===== src/rtl/fifo_drain_arbiter_pkg.sv =====
// Shared types for the FIFO drain arbiter: state encoding, header fill pattern, count width helper.
// Optional header words are built from HDR_MARK when FIFO_DRAIN_HEADER_EN is defined.
package fifo_drain_arbiter_pkg;

    typedef enum logic [2:0] {
        ST_IDLE       = 3'd0,
        ST_HDR        = 3'd1,
        ST_BURST      = 3'd2,
        ST_FLUSH_WAIT = 3'd3,
        ST_FLUSH_RST  = 3'd4
    } state_t;

    localparam logic [63:0] HDR_MARK = '1;

    function automatic int burst_cnt_w(input int log_burst);
        return (log_burst < 1) ? 1 : log_burst;
    endfunction

endpackage


===== src/rtl/fifo_drain_arbiter_rr_pick.sv =====
// Round-robin picker: first requester at or after i_ptr, wrapping NUM_CH-1 -> 0.
// Purely combinational; no backpressure.
module rr_pick #(
    parameter int NUM_CH     = 4,
    parameter int LOG_NUM_CH = 2
) (
    input  logic [NUM_CH-1:0]     i_req,
    input  logic [LOG_NUM_CH-1:0] i_ptr,
    output logic [LOG_NUM_CH-1:0] o_grant,
    output logic                  o_any
);

    function automatic logic [LOG_NUM_CH-1:0] wrap_idx(input int k);
        return LOG_NUM_CH'(k % NUM_CH);
    endfunction

    // Scan from the farthest offset down so the nearest requester wins last.
    always_comb begin
        o_grant = '0;
        o_any   = 1'b0;
        for (int i = NUM_CH - 1; i >= 0; i--) begin
            if (i_req[wrap_idx(int'(i_ptr) + i)]) begin
                o_grant = wrap_idx(int'(i_ptr) + i);
                o_any   = 1'b1;
            end
        end
    end

endmodule


===== src/rtl/fifo_drain_arbiter.sv =====
// Round-robin burst drain of NUM_CH show-ahead FIFOs into one registered valid/ready stream, plus flush sequencing.
// Pop -> OUT_VALID latency 1 cycle; pops only when the output slot is free. Macro FIFO_DRAIN_HEADER_EN adds a header word per burst.
module fifo_drain_arbiter
    import fifo_drain_arbiter_pkg::*;
#(
    parameter int WIDTH      = 8,
    parameter int NUM_CH     = 4,
    parameter int LOG_NUM_CH = 2,
    parameter int LOG_BURST  = 4
) (
    input  logic                    i_clk,
    input  logic                    i_rst_n,
    input  logic                    i_enable,
    input  logic                    i_flush,
    input  logic [NUM_CH-1:0]       i_fifo_empty,
    input  logic [NUM_CH*WIDTH-1:0] i_fifo_data,
    output logic [NUM_CH-1:0]       o_fifo_re,
    output logic [NUM_CH-1:0]       o_fifo_soft_rst,
    output logic [WIDTH-1:0]        o_out_data,
    output logic [LOG_NUM_CH-1:0]   o_out_ch,
    output logic                    o_out_valid,
    input  logic                    i_out_ready,
    output logic                    o_out_last,
    output logic                    o_busy
);

    localparam int             CW       = burst_cnt_w(LOG_BURST);
    localparam logic [CW-1:0]  LAST_CNT = CW'((1 << LOG_BURST) - 1);

    state_t                r_state;
    logic [LOG_NUM_CH-1:0] r_ptr;
    logic [LOG_NUM_CH-1:0] r_grant;
    logic [CW-1:0]         r_count;
    logic                  r_out_vld;
    logic                  r_out_last;
    logic [WIDTH-1:0]      r_out_dat;
    logic [LOG_NUM_CH-1:0] r_out_ch;

    logic [LOG_NUM_CH-1:0] w_pick;
    logic                  w_any;
    logic [LOG_NUM_CH-1:0] w_next_ptr;
    logic                  w_slot_free;
    logic                  w_grant_empty;
    logic [WIDTH-1:0]      w_grant_dat;
    logic [WIDTH-1:0]      w_hdr;
    logic                  w_flush_req;
    logic                  w_pop;

    rr_pick #(
        .NUM_CH    (NUM_CH),
        .LOG_NUM_CH(LOG_NUM_CH)
    ) u_rr_pick (
        .i_req  (~i_fifo_empty),
        .i_ptr  (r_ptr),
        .o_grant(w_pick),
        .o_any  (w_any)
    );

    assign w_next_ptr    = (w_pick == LOG_NUM_CH'(NUM_CH - 1)) ? '0 : w_pick + 1'b1;
    assign w_slot_free   = ~r_out_vld | i_out_ready;
    assign w_grant_empty = i_fifo_empty[r_grant];
    assign w_grant_dat   = i_fifo_data[r_grant*WIDTH +: WIDTH];
    assign w_hdr         = {HDR_MARK[WIDTH-LOG_NUM_CH-1:0], r_grant};
    assign w_flush_req   = i_flush & (r_state != ST_FLUSH_WAIT) & (r_state != ST_FLUSH_RST);
    // A flush request in the same cycle suppresses the pop so nothing is lost mid-flush.
    assign w_pop         = (r_state == ST_BURST) & ~w_flush_req & w_slot_free & ~w_grant_empty & i_enable;

    assign o_fifo_re       = w_pop ? (NUM_CH'(1) << r_grant) : '0;
    assign o_fifo_soft_rst = {NUM_CH{r_state == ST_FLUSH_RST}};
    assign o_out_data      = r_out_dat;
    assign o_out_ch        = r_out_ch;
    assign o_out_valid     = r_out_vld;
    assign o_out_last      = r_out_last;
    assign o_busy          = (r_state != ST_IDLE) | r_out_vld;

    always_ff @(posedge i_clk or negedge i_rst_n) begin
        if (!i_rst_n) begin
            r_state    <= ST_IDLE;
            r_ptr      <= '0;
            r_grant    <= '0;
            r_count    <= '0;
            r_out_vld  <= 1'b0;
            r_out_last <= 1'b0;
            r_out_dat  <= '0;
            r_out_ch   <= '0;
        end else begin
            if (w_slot_free) begin
                r_out_vld <= 1'b0;
            end
            if (w_flush_req) begin
                r_state <= ST_FLUSH_WAIT;
            end else begin
                case (r_state)
                    ST_IDLE: begin
                        if (i_enable & w_any) begin
                            r_grant <= w_pick;
                            r_ptr   <= w_next_ptr;
                            r_count <= '0;
`ifdef FIFO_DRAIN_HEADER_EN
                            r_state <= ST_HDR;
`else
                            r_state <= ST_BURST;
`endif
                        end
                    end
                    ST_HDR: begin
                        if (w_slot_free) begin
                            r_out_vld  <= 1'b1;
                            r_out_dat  <= w_hdr;
                            r_out_ch   <= r_grant;
                            r_out_last <= 1'b0;
                            r_state    <= ST_BURST;
                        end
                    end
                    ST_BURST: begin
                        if (w_pop) begin
                            r_out_vld  <= 1'b1;
                            r_out_dat  <= w_grant_dat;
                            r_out_ch   <= r_grant;
                            r_out_last <= (r_count == LAST_CNT);
                            r_count    <= r_count + 1'b1;
                            if (r_count == LAST_CNT) begin
                                r_state <= ST_IDLE;
                            end
                        end else if (w_slot_free) begin
                            r_state <= ST_IDLE;
                        end
                    end
                    ST_FLUSH_WAIT: begin
                        if (!r_out_vld) begin
                            r_state <= ST_FLUSH_RST;
                        end
                    end
                    ST_FLUSH_RST: begin
                        r_ptr   <= '0;
                        r_count <= '0;
                        r_state <= ST_IDLE;
                    end
                    default: r_state <= ST_IDLE;
                endcase
            end
        end
    end

endmodule

===== config.mk =====
export PLATFORM = sky130hd
export DESIGN_NAME = fifo_drain_arbiter
export DESIGN_NICKNAME = d
export VERILOG_FILES = /design/src/rtl/fifo_drain_arbiter_pkg.sv /design/src/rtl/fifo_drain_arbiter_rr_pick.sv /design/src/rtl/fifo_drain_arbiter.sv
export SDC_FILE = /design/constraint.sdc
export NUM_CORES = 1
export LEC_CHECK = 0
export ABC_AREA = 0
export ABC_CLOCK_PERIOD_IN_PS = 2300
export CORE_MARGIN = 2
export CORE_UTILIZATION = 35
export CTS_CLUSTER_DIAMETER = 30
export DETAILED_ROUTE_END_ITERATION = 12
export GPL_TIMING_DRIVEN = 0
export MAX_ROUTING_LAYER = met4
export PLACE_DENSITY = 0.67
export SETUP_SLACK_MARGIN = 0.4
export SLEW_MARGIN = 20
export SYNTH_ARGS = -nofsm -noshare
export SYNTH_HDL_FRONTEND = slang
export SYNTH_SLANG_ARGS = --single-unit
export TNS_END_PERCENT = 10

===== constraint.sdc =====
create_clock -name i_clk -period 2.3 [get_ports i_clk]
set_input_delay 0.46 -clock i_clk [delete_from_list [all_inputs] [get_ports i_clk]]
set_output_delay 0.46 -clock i_clk [all_outputs]
set_load 0.005 [all_outputs]

### Wiring by layer

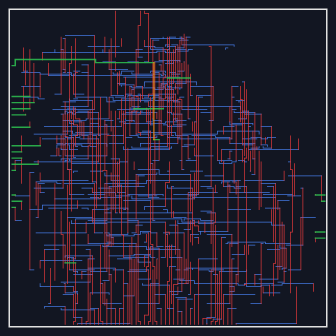
| colour | layer | wire length |
|---|---|---|
| blue | metal 1 | 1730 um |
| red | metal 2 | 2450 um |
| green | metal 3 | 95.0 um |
| orange | metal 4 | 17.0 um |
Total GRT Usage: 19.0%
WL per Instance: 16.2 um
Routed WL: 4300 um
total number of vias: 1412

### Gate-type map

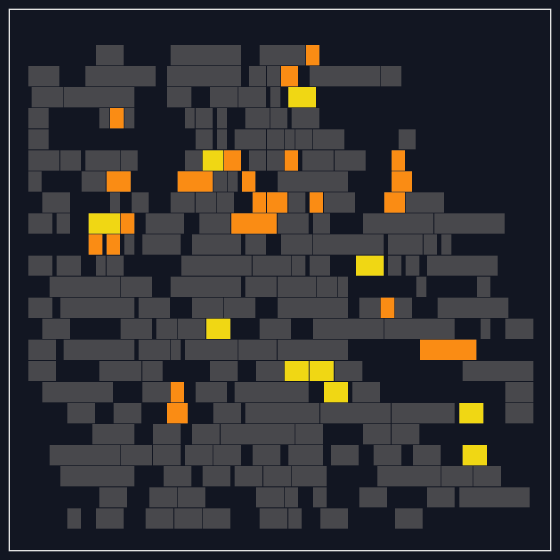
| colour | family | cells |
|---|---|---|
| orange | inverting AOI/OAI gates | 22 |
| yellow | AND-OR and OR-AND gates | 10 |
logic share of the area: 37.8%
Layout Cells excl Fill: 265
most common logic cell in the routed design: clkdlybuf4s50_1

==> reports/qor.csv <==
metric,value,unit
Top Layer Used,met4,
Final Util,59.7,%
aoi share,15.4,%
"Setup violations, final",5,
Worst-Margin Slew,0.535,ns
DRC viols,0,
worst path required time,1.84,ns
dpl cells,250,
Final WS setup,-0.178,ns
ys flop type,dfrtp_1,
first-pass GRT wire length,7270,um
OpenROAD warnings,29,
Comb pwr share,59.7,%
met3 usage,2.18,%
clock buffer depth,2,
synthesized area per cell,10.9,um2
failing checks,setup timing,
Slew headroom,64.3,%
share of cells above drive strength 1,30.7,%
clk cell area share,1.90,%
Top delay family on crit path,buffers and inverters,
Clock transition at path regs,0.09,ns
die width,69.7,um
yosys xor share,0,%
status,finished with violations,
"Power, Total",2.26,mW
setup repair after global routing missed its margin,true,
Clock Power,0.256,mW
worst r2r dst,r_count[2],
#FFs+latches synth,23,
### Port wiring

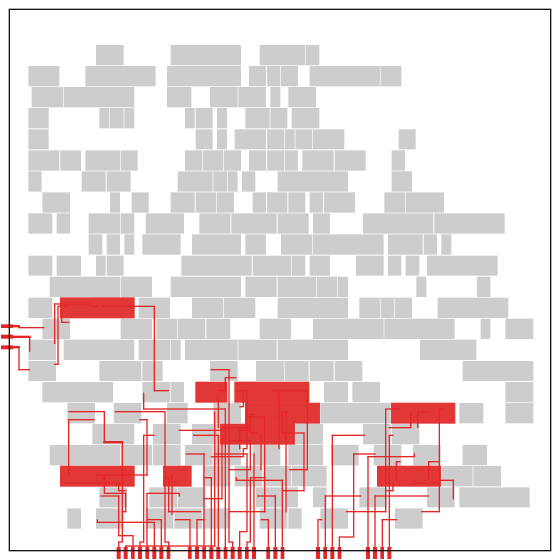
| colour | port | bits | direction | end cells | buffers | wire |
|---|---|---|---|---|---|---|
| red | i_fifo_data | 32 | input | 9 | 32 | 725 um |
buffers added on ports: 61
I/O pins: 62

Power is estimated from default activity; no workload was simulated.
